--- src/rtl/exmem_stage.sv ---
// EX/MEM pipeline stage: latches execute results, issues one data-memory
// access per load/store, stalls upstream until dhit, selects writeback data.
module exmem_stage #(
    parameter int unsigned WORD_W = 32,
    parameter int unsigned REG_W  = 5,
    parameter int unsigned CNT_W  = 16
) (
    input  logic              CLK,
    input  logic              RST,
    input  logic              ihit,
    input  logic              dhit,
    input  logic              flush_in,
    input  logic              valid_in,
    input  logic [WORD_W-1:0] alu_out_in,
    input  logic [WORD_W-1:0] rdat2_in,
    input  logic [WORD_W-1:0] pcplusfour_in,
    input  logic [REG_W-1:0]  wsel_in,
    input  logic              RegWr_in,
    input  logic              MemtoReg_in,
    input  logic              jal_s_in,
    input  logic              dREN_in,
    input  logic              dWEN_in,
    input  logic              halt_in,
    input  logic [WORD_W-1:0] dmemload,
    output logic              dmemREN,
    output logic              dmemWEN,
    output logic [WORD_W-1:0] dmemaddr,
    output logic [WORD_W-1:0] dmemstore,
    output logic              stall_out,
    output logic              valid_out,
    output logic [WORD_W-1:0] wdat_out,
    output logic [REG_W-1:0]  wsel_out,
    output logic              RegWr_out,
    output logic              halt_out,
    output logic [CNT_W-1:0]  mem_wait_cnt
);

    typedef enum logic [1:0] {
        IDLE = 2'd0,
        REQ  = 2'd1,
        DONE = 2'd2
    } state_t;

    state_t state_q, state_d;

    logic              valid_q;
    logic [WORD_W-1:0] alu_q;
    logic [WORD_W-1:0] rdat2_q;
    logic [WORD_W-1:0] pcplus4_q;
    logic [WORD_W-1:0] load_q;
    logic [REG_W-1:0]  wsel_q;
    logic              regwr_q;
    logic              memtoreg_q;
    logic              jal_q;
    logic              dren_q;
    logic              dwen_q;
    logic              halt_q;
    logic [CNT_W-1:0]  cnt_q;

    logic advance_c;
    logic cap_valid_c;
    logic cap_mem_c;

    // A halt is captured as a real instruction but never reaches memory.
    assign advance_c   = ihit & ~stall_out & ~halt_q;
    assign cap_valid_c = valid_in & ~flush_in;
    assign cap_mem_c   = cap_valid_c & ~halt_in & (dREN_in | dWEN_in);

    // State register.
    always_ff @(posedge CLK) begin
        if (RST) begin
            state_q <= IDLE;
        end else begin
            state_q <= state_d;
        end
    end

    // Next-state: advance decides REQ vs IDLE; dhit closes an open request.
    always_comb begin
        state_d = state_q;
        if (advance_c) begin
            state_d = cap_mem_c ? REQ : IDLE;
        end else if ((state_q == REQ) && dhit) begin
            state_d = DONE;
        end
    end

    // Pipeline latch, load capture, sticky halt and wait counter.
    always_ff @(posedge CLK) begin
        if (RST) begin
            valid_q    <= 1'b0;
            alu_q      <= '0;
            rdat2_q    <= '0;
            pcplus4_q  <= '0;
            load_q     <= '0;
            wsel_q     <= '0;
            regwr_q    <= 1'b0;
            memtoreg_q <= 1'b0;
            jal_q      <= 1'b0;
            dren_q     <= 1'b0;
            dwen_q     <= 1'b0;
            halt_q     <= 1'b0;
            cnt_q      <= '0;
        end else begin
            if (advance_c) begin
                if (cap_valid_c) begin
                    valid_q    <= 1'b1;
                    alu_q      <= alu_out_in;
                    rdat2_q    <= rdat2_in;
                    pcplus4_q  <= pcplusfour_in;
                    wsel_q     <= wsel_in;
                    regwr_q    <= RegWr_in;
                    memtoreg_q <= MemtoReg_in;
                    jal_q      <= jal_s_in;
                    dren_q     <= dREN_in & ~halt_in;
                    dwen_q     <= dWEN_in & ~halt_in;
                    if (halt_in) begin
                        halt_q <= 1'b1;
                    end
                end else begin
                    valid_q    <= 1'b0;
                    alu_q      <= '0;
                    rdat2_q    <= '0;
                    pcplus4_q  <= '0;
                    wsel_q     <= '0;
                    regwr_q    <= 1'b0;
                    memtoreg_q <= 1'b0;
                    jal_q      <= 1'b0;
                    dren_q     <= 1'b0;
                    dwen_q     <= 1'b0;
                end
            end
            if ((state_q == REQ) && dhit && dren_q) begin
                load_q <= dmemload;
            end
            if ((state_q == REQ) && (cnt_q != {CNT_W{1'b1}})) begin
                cnt_q <= cnt_q + CNT_W'(1);
            end
        end
    end

    assign stall_out    = (state_q == REQ);
    assign dmemREN      = (state_q == REQ) & dren_q;
    assign dmemWEN      = (state_q == REQ) & dwen_q;
    assign dmemaddr     = alu_q;
    assign dmemstore    = rdat2_q;
    assign valid_out    = valid_q & (state_q != REQ);
    assign RegWr_out    = regwr_q & valid_out;
    assign wsel_out     = wsel_q;
    assign wdat_out     = memtoreg_q ? load_q : (jal_q ? pcplus4_q : alu_q);
    assign halt_out     = halt_q;
    assign mem_wait_cnt = cnt_q;

endmodule

--- config.mk ---
export PLATFORM = sky130hd
export DESIGN_NAME = exmem_stage
export DESIGN_NICKNAME = d
export VERILOG_FILES = /design/src/rtl/exmem_stage.sv
export SDC_FILE = /design/constraint.sdc
export NUM_CORES = 1
export LEC_CHECK = 0
export CORE_MARGIN = 4
export CORE_UTILIZATION = 45
export DETAILED_ROUTE_END_ITERATION = 6
export PLACE_DENSITY = 0.85
export SYNTH_ARGS = -nofsm -noshare
export SYNTH_HDL_FRONTEND = slang
export SYNTH_SLANG_ARGS = --single-unit
--- constraint.sdc ---
create_clock -name CLK -period 2.8 [get_ports CLK]
set_input_delay 0.42 -clock CLK [delete_from_list [all_inputs] [get_ports CLK]]
set_output_delay 0.42 -clock CLK [all_outputs]
set_load 0.03 [all_outputs]
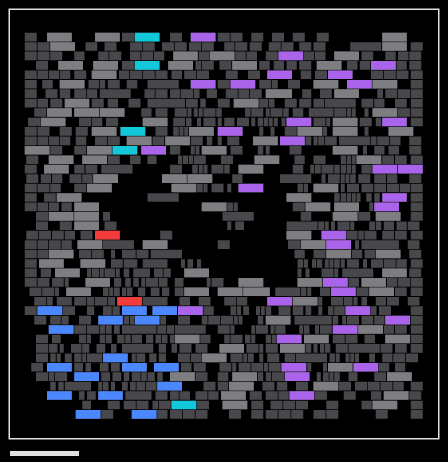
run_1/ff_map.png
Scale bar: 20 um. Other sequential cells in the stronger grey, the rest of the logic in the fainter grey.
netlist name	colour	placed flops
pcplus4_q	purple	32
mem_wait_cnt	blue	16
wsel_out	cyan	5
state_q	red	2

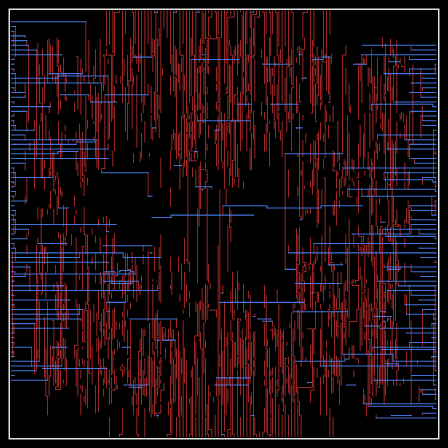
run_1/layers.png
Only two layers are drawn.
layer	colour	wire length
M2	red	9,440 um
M3	blue	1,990 um
final WL: 19.2 mm
GRT Overall Usage: 24.4%

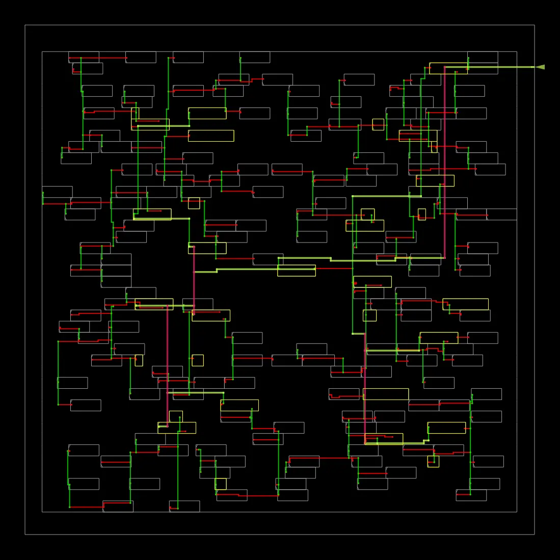
run_1/clock_nets.png
flip-flops: 158
clock buf count: 18
clk_lat worst skew: 0.41 ns

==> flow_metrics.py, run 1 <==
# Flow results
metrics = {
    "status": {
        "outcome": "complete, no violations",
    },
    "critical_path": {
        "crit_path_end_kind": "output port",
        "crit_required_ns": 2.38,
        "critPathMaxStageDelay_ns": 0.74,
        "crit_chain": "buf_12, mux2i_1, o21ai_0, clkdlybuf4s50_1",
        "crit_type": "reg -> out",
        "arrival_ns": 2.21,
    },
    "power_and_ir_drop": {
        "switching_share_pct": 22.8,
        "pwr-share-comb_pct": 10.2,
        "clkPwrFrac_pct": 44.8,
        "p_int_mw": 3.99,
        "power-top-group": "sequential cells",
    },
    "synthesis": {
        "seq_area_frac_synth_pct": 52.8,
        "top_area_cell": "dfxtp_1",
        "synthTopLogicFamily": "AND-OR/OR-AND gates",
        "avgSynthCellArea_um2": 9.92,
        "synth_top_cell_by_count": "dfxtp_1",
        "syn_inst": 604,
        "synthAoiAreaFrac_pct": 24.3,
        "fa_ha_area_share_pct": 0.209,
        "yosys_warnings": 0,
    },
    "routing": {
        "drc": 0,
        "top_layer": "met4",
        "wl_met3_mm": 1.99,
        "avgViaCountPerCell": 5.53,
        "drt_iter0_drc": 352,
        "dr.pass1.iters": 5,
    },
    "finish": {
        "comb_area_um2": 2570,
        "syn_to_final_growth_pct": 56.3,
        "nets": 998,
    },
    "die": {
        "die_height_um": 123,
        "core-area_um2": 12800,
        "io_pins": 268,
    },
    "final_timing": {
        "rsz0062_at_grt": "no",
        "max_freq_ghz": 0.380,
        "tns_ns": 0,
        "skew_ns": 0.00408,
        "period_minus_slack_ns": 2.63,
    },
    "run": {
        "warnings": 28,
    },
    "grt": {
        "gr-total-overflow": 0,
        "use_met3_pct": 9.84,
        "grt_pass1_wl_mm": 29.1,
        "grt_pass1_vias": 5799,
        "gr-usage-met1_pct": 26.8,
        "antenna_found_initial": 1,
    },
}
run 1: registers in the layout, summed over array words and instances, names as in the netlist, 2 cells and up:
name / flops
state_q: 2
load_q: 32
pcplus4_q: 32
dmemaddr: 32
wsel_out: 5
mem_wait_cnt: 16
dmemstore: 32
run 1: per-stage QoR:
step / instances / power, mW / hold WS (ns) / worst slack [ns] / instance area, um2
finish: 1038 / 5.17 / 0.406 / 0.168 / 9370
detailed placement: 1005 / 2.90 / 0.447 / 0.599 / 8770
CTS: 1037 / 5.21 / 0.390 / 0.146 / 9360
global placement: 1005 / 2.89 / 0.442 / 0.661 / 8770
floorplan: 604 / 2.57 / 0.432 / 0.776 / 5990
global route: 1038 / 5.33 / 0.413 / 0.0547 / 9370
run 1: final cells by class:
cell class | instances | area share [%]
antenna | 1 | 0.0267
clock buffer | 18 | 4.58
clock inverter | 14 | 1.80
inverter | 5 | 0.200
multi-input combinational | 393 | 27.5
sequential | 158 | 33.8
tap | 172 | 2.30
timing repair buffer | 277 | 29.8
run 1: placed cells by master, fill, tap and decap left out, types with 5 or more instances in the layout:
cell type	count
a21oi_1	45
a22o_1	104
and3_1	5
buf_4	6
clkbuf_16	17
clkdlybuf4s50_1	266
clkinvlp_4	5
dfxtp_1	156
mux2i_1	33
nand2_1	100
nand3_1	6
nor2_1	9
nor3_1	6
o21ai_0	37
run 1: final timing paths:
check	slack [ns]	endpoint	cells after the start	start
max reg2reg	0.85	dmemaddr[12]$_SDFFE_PP0P_	6	state_q[1]$_SDFFE_PP0P_
max	0.17	wdat_out[1]	4	jal_q$_SDFFE_PP0P_
min reg2reg	0.45	load_q[19]$_SDFFE_PP0P_	2	load_q[19]$_SDFFE_PP0P_
min	0.41	load_q[26]$_SDFFE_PP0P_	2	RST
run_1/util_map.png
Scale bar: 20 um. 12 x 12 tiles, from dark purple (low) to yellow (high), 0 to 100% covered.
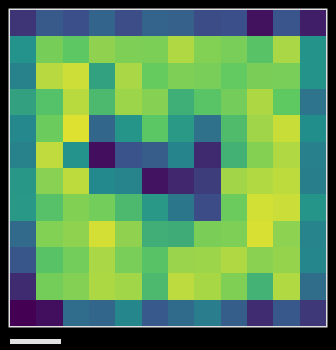

==> run 1 -> run 2 <==
- CORE_UTILIZATION: 45 -> 40
- GPL_TIMING_DRIVEN: default -> 0
- PLACE_DENSITY: 0.85 -> 0.77
- SKIP_LAST_GASP: default -> 1
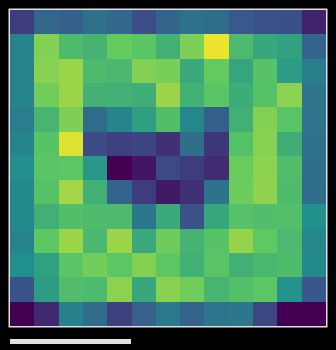
run_2/util_map.png
Scale bar: 50 um. 13 x 13 tiles, from dark purple (low) to yellow (high), 0 to 100% covered.
fullest tile	97%
mean over tiles	54%
nearly empty tiles	2.4%

==> run 2 against run 1 <==
Synthesized area stayed put. Largest power group unchanged. Largest cell class unchanged. Via count decreased by 2.5%. Global-route usage is 2.1 points lower. Register-to-register slack got worse by 0.40 ns.
==> flow_metrics.py, run 2 <==
# Flow results
metrics = {
    "critical_path": {
        "crit_type": "reg -> out",
        "regToRegStartpoint": "state_q[1]$_SDFFE_PP0P_",
        "r2r-end": "dmemstore[17]$_SDFFE_PP0P_",
        "reg2reg_setup_slack_ns": 0.45,
        "crit_path_end_kind": "output port",
        "reg2reg_depth": 7,
    },
    "routing": {
        "wl_mm": 19.6,
        "drt_iter0_drc": 252,
    },
    "die": {
        "io_pins": 268,
        "die_height_um": 130,
    },
    "power_and_ir_drop": {
        "pwr-share-comb_pct": 10.5,
        "fin_total_pwr_mw": 5.15,
        "power-top-group": "sequential cells",
        "clkPwrFrac_pct": 44.5,
    },
    "run": {
        "warnings": 27,
    },
    "final_timing": {
        "layout_setup_ws_ns": 0.113,
        "period_minus_slack_ns": 2.69,
        "skew_ns": 0.00596,
        "tns_ns": 0,
        "rsz0062_at_grt": "yes",
    },
    "clock_tree": {
        "clock_latency_ns": 0.41,
    },
    "place": {
        "place_ws_ns": 0.121,
        "placed_cell_area_um2": 8890,
    },
    "hold_path": {
        "holdCritStartpoint": "RST",
    },
    "grt": {
        "track_usage_pct": 22.4,
        "antenna_found_initial": 0,
        "gr-total-overflow": 0,
        "grt_pass1_wl_mm": 29.4,
    },
    "finish": {
        "final_cell_mix": "clkdlybuf4s50_1 (265), dfxtp_1 (158), a22o_1 (104)",
        "syn_to_final_growth_pct": 58.0,
        "fin_area_um2": 9470,
        "n_antenna_cell": 0,
    },
    "status": {
        "outcome": "complete, no violations",
    },
    "synthesis": {
        "synthAoiAreaFrac_pct": 24.3,
        "yosys_warnings": 0,
    },
}
[run 2: cell types whose count changed in the layout (fill, tap and decap cells not counted), sizes merged]
cell,delta
clkbuf,+27
buf,+8
clkinv,-3
clkdlybuf4s50,-1
clkinvlp,+1
diode,-1
dlygate4sd1,+1
dlygate4sd2,+1
inv,-1
[run 2: cell type report]
cell class	count	area, um2
plain buffers	46	255
fillers	1275	5120
inverters	5	18.8
flip-flops and latches	158	3160
well taps	184	230
clock inverters	11	145
clock buffers	19	433
multi-input cells	393	2560
repair buffers	266	2660
[run 2: how the worst min path moves through the flow]
| stage | endpoint | cells past startpoint |
|---|---|---|
| 6_report | state_q[0]$_SDFFE_PP0P_ | 3 |
| 5_1_grt | state_q[0]$_SDFFE_PP0P_ | 3 |
| 4_1_cts | state_q[0]$_SDFFE_PP0P_ | 3 |
| 3_5_place_dp | load_q[9]$_SDFFE_PP0P_ | 2 |
| 3_3_place_gp | dwen_q$_SDFFE_PP0P_ | 1 |
| 2_1_floorplan | valid_q$_SDFFE_PP0P_ | 1 |
[run 2: critical path, delay by kind of cell, from the launching register on]
family	cells	cell delay, ns
buf+inv	2	1.02
mux	1	0.10
compound gates	1	0.21
flops	1	0.52
[run 2: layer usage]
| metal | wire length [um] | share of wire [%] | GRT usage (%) |
|---|---|---|---|
| met5 | 0 | 0 | 0 |
| met2 | 9260 | 47 | 36.8 |
| met1 | 8350 | 42 | 27.2 |
| met4 | 325 | 1.7 | 7.86 |
| met3 | 1720 | 8.7 | 8.05 |
[run 2: what timing repair did]
action	in CTS	in global routing
setup endpoints to repair	32	19
pin swaps	0	0
resized	6	4
setup buffers	0	0
run_2/layers.png
Only two layers are drawn.
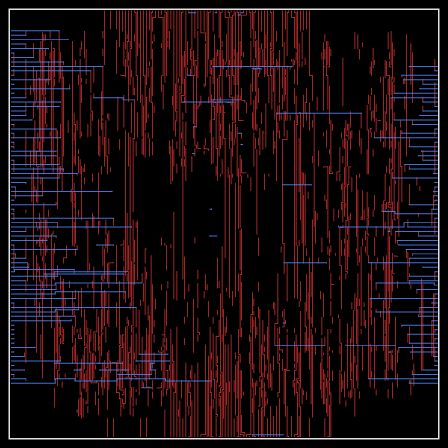

==> run 2 -> run 3 <==
- CORE_MARGIN: 4 -> 8
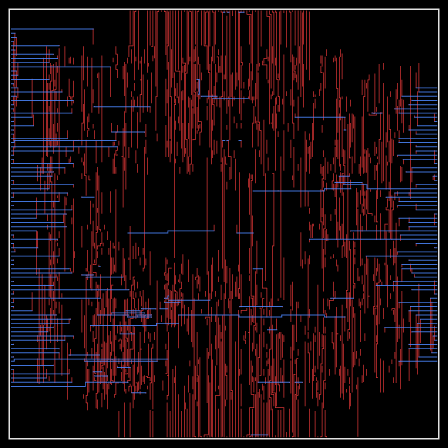
run_3/layers.png
Only two layers are drawn.
layer	colour	wire length
M2	red	9,880 um
M3	blue	2,080 um
final WL: 20.9 mm
GRT Overall Usage: 20.9%
DR WL/cell: 19.3 um
Via Count: 5,692

==> run 3 against run 2 <==
Fmax increased by 1.3%. Via count increased by 1.6%. Sequential share of layout area shrank 0.23 points. First-iteration DRC count up 18%. Total power is 4.6% higher. Highest routed layer unchanged.
==> flow_metrics.py, run 3 <==
# Flow results
metrics = {
    "status": {
        "outcome": "complete, no violations",
    },
    "hold_path": {
        "holdCritStartpoint": "RST",
        "hold_class": "in -> reg",
    },
    "run": {
        "warnings": 26,
    },
    "final_timing": {
        "hold_viol": 0,
        "period_minus_slack_ns": 2.65,
        "tns_ns": 0,
        "rsz0062_at_grt": "no",
        "skew_ns": 0.00981,
    },
    "finish": {
        "fin_area_um2": 9530,
        "syn_to_final_growth_pct": 59.1,
        "num-fill-cells": 1242,
        "final_cell_mix": "clkdlybuf4s50_1 (264), dfxtp_1 (158), a22o_1 (104)",
        "n_antenna_cell": 0,
    },
    "synthesis": {
        "synth_top_cell_by_count": "dfxtp_1",
        "common_cells": "dfxtp_1 (158), a22o_1 (104), nand2_1 (100), a21oi_1 (45), o21ai_0 (37)",
        "fa_ha_area_share_pct": 0.209,
        "ys_dominant_reg_cell": "dfxtp_1",
        "yosys_warnings": 0,
        "ys_types": 45,
        "synthAoiAreaFrac_pct": 24.3,
    },
    "critical_path": {
        "crit_path_end_kind": "output port",
        "crit_type": "reg -> out",
        "crit_buf_inv": 2,
        "critPathMaxStageDelay_ns": 0.71,
        "regToRegStartpoint": "state_q[1]$_SDFFE_PP0P_",
        "cp_top_family": "buffers and inverters",
    },
    "routing": {
        "drt_iter0_drc": 297,
        "met2_length_mm": 9.88,
        "dr.pass1.iters": 4,
        "top_layer": "met4",
        "avgViaCountPerCell": 5.26,
        "met1Wirelength_mm": 8.59,
        "wl_met3_mm": 2.08,
    },
    "grt": {
        "grt-busiest-layer": "met2",
        "met2_usage_pct": 33.4,
        "gr-total-overflow": 0,
        "use_met3_pct": 8.80,
        "grt_pass1_wl_mm": 32.0,
        "antenna_found_initial": 0,
    },
    "power_and_ir_drop": {
        "fin_total_pwr_mw": 5.39,
        "powerDensity_nw_per_um2": 566,
    },
    "die": {
        "die_height_um": 138,
        "io_pins": 268,
        "die-area_um2": 19200,
        "die_w_um": 138,
    },
    "clock_tree": {
        "clock_latency_ns": 0.42,
        "cts_resized": 8,
        "post-cts-setup-buffer-count": 0,
    },
    "place": {
        "placed_cell_area_um2": 8890,
    },
}
-- run 3: cell count changes in the layout (fill, tap and decap cells not counted) --
cell | previous run | this run
bufinv_16 | 3 | 5
clkbuf_1 | 22 | 20
clkdlybuf4s50_1 | 265 | 264
clkinv_2 | 2 | 0
clkinv_4 | 0 | 2
clkinvlp_4 | 6 | 4
dlymetal6s2s_1 | 0 | 1
inv_6 | 0 | 2
-- run 3: path summary, 6_finish.rpt --
check	to	cells past startpoint	slack, ns
setup / recovery	wdat_out[24]	4	0.15
hold / removal	state_q[0]$_SDFFE_PP0P_	3	0.35
setup reg to reg	pcplus4_q[28]$_SDFFE_PP0P_	7	0.64
hold reg to reg	load_q[8]$_SDFFE_PP0P_	2	0.45
-- run 3: through the flow --
stage	cells	setup slack [ns]
2_1_floorplan	604	0.776
3_3_place_gp	1054	0.233
3_5_place_dp	1054	0.241
4_1_cts	1082	0.0843
5_1_grt	1082	0.0176
6_report	1082	0.148
-- run 3: where the power goes --
part / internal (mW) / switching (mW) / leakage, nW / total [mW]
Clock: 1.58 / 0.952 / 0.298 / 2.53
Combinational: 0.303 / 0.236 / 1.89 / 0.539
Sequential: 2.29 / 0.0309 / 1.28 / 2.32
-- run 3: logic make-up after synthesis --
group / count (synthesis)
AOI/OAI and AO/OA: 201
DFF: 158
and+or+nand+nor: 157
buffers and inverters: 53
muxes: 33
xor gates and xnor gates: 1
adders and majority gates: 1
-- run 3: layout make-up --
cell class / count / area (um2) / share of cell area [%]
buffer: 46 / 255 / 2.68
clock buffer: 17 / 425 / 4.46
clock inverter: 13 / 215 / 2.26
inverter: 5 / 18.8 / 0.197
multi-input combinational: 393 / 2560 / 26.9
sequential: 158 / 3160 / 33.2
tap: 184 / 230 / 2.42
timing repair buffer: 266 / 2660 / 27.9

==> screenshots <==
Routed metal per tile.
shot_01.png
28 x 28 tiles, from dark purple (low) to yellow (high), scaled to the fullest tile. Values are wire area over tile area, all layers added.
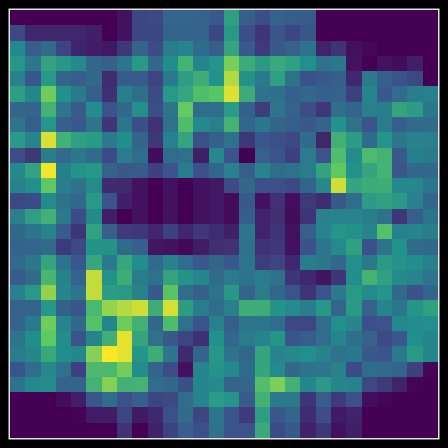
shot_02.png
25 x 25 tiles, from dark purple (low) to yellow (high), scaled to the fullest tile. Values are wire area over tile area, all layers added.
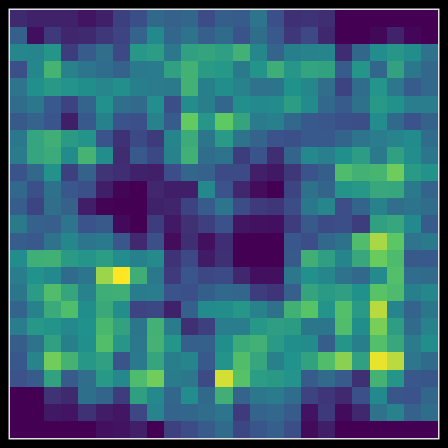
| from | picture |
|---|---|
| run 3 | shot_01.png |
| run 1 | shot_02.png |

Key to shot_01.png:
fullest tile	0.53
tiles over half the peak	19%
mean over tiles	0.18
nearly empty tiles	9.2%

Power and IR drop assume default switching activity.
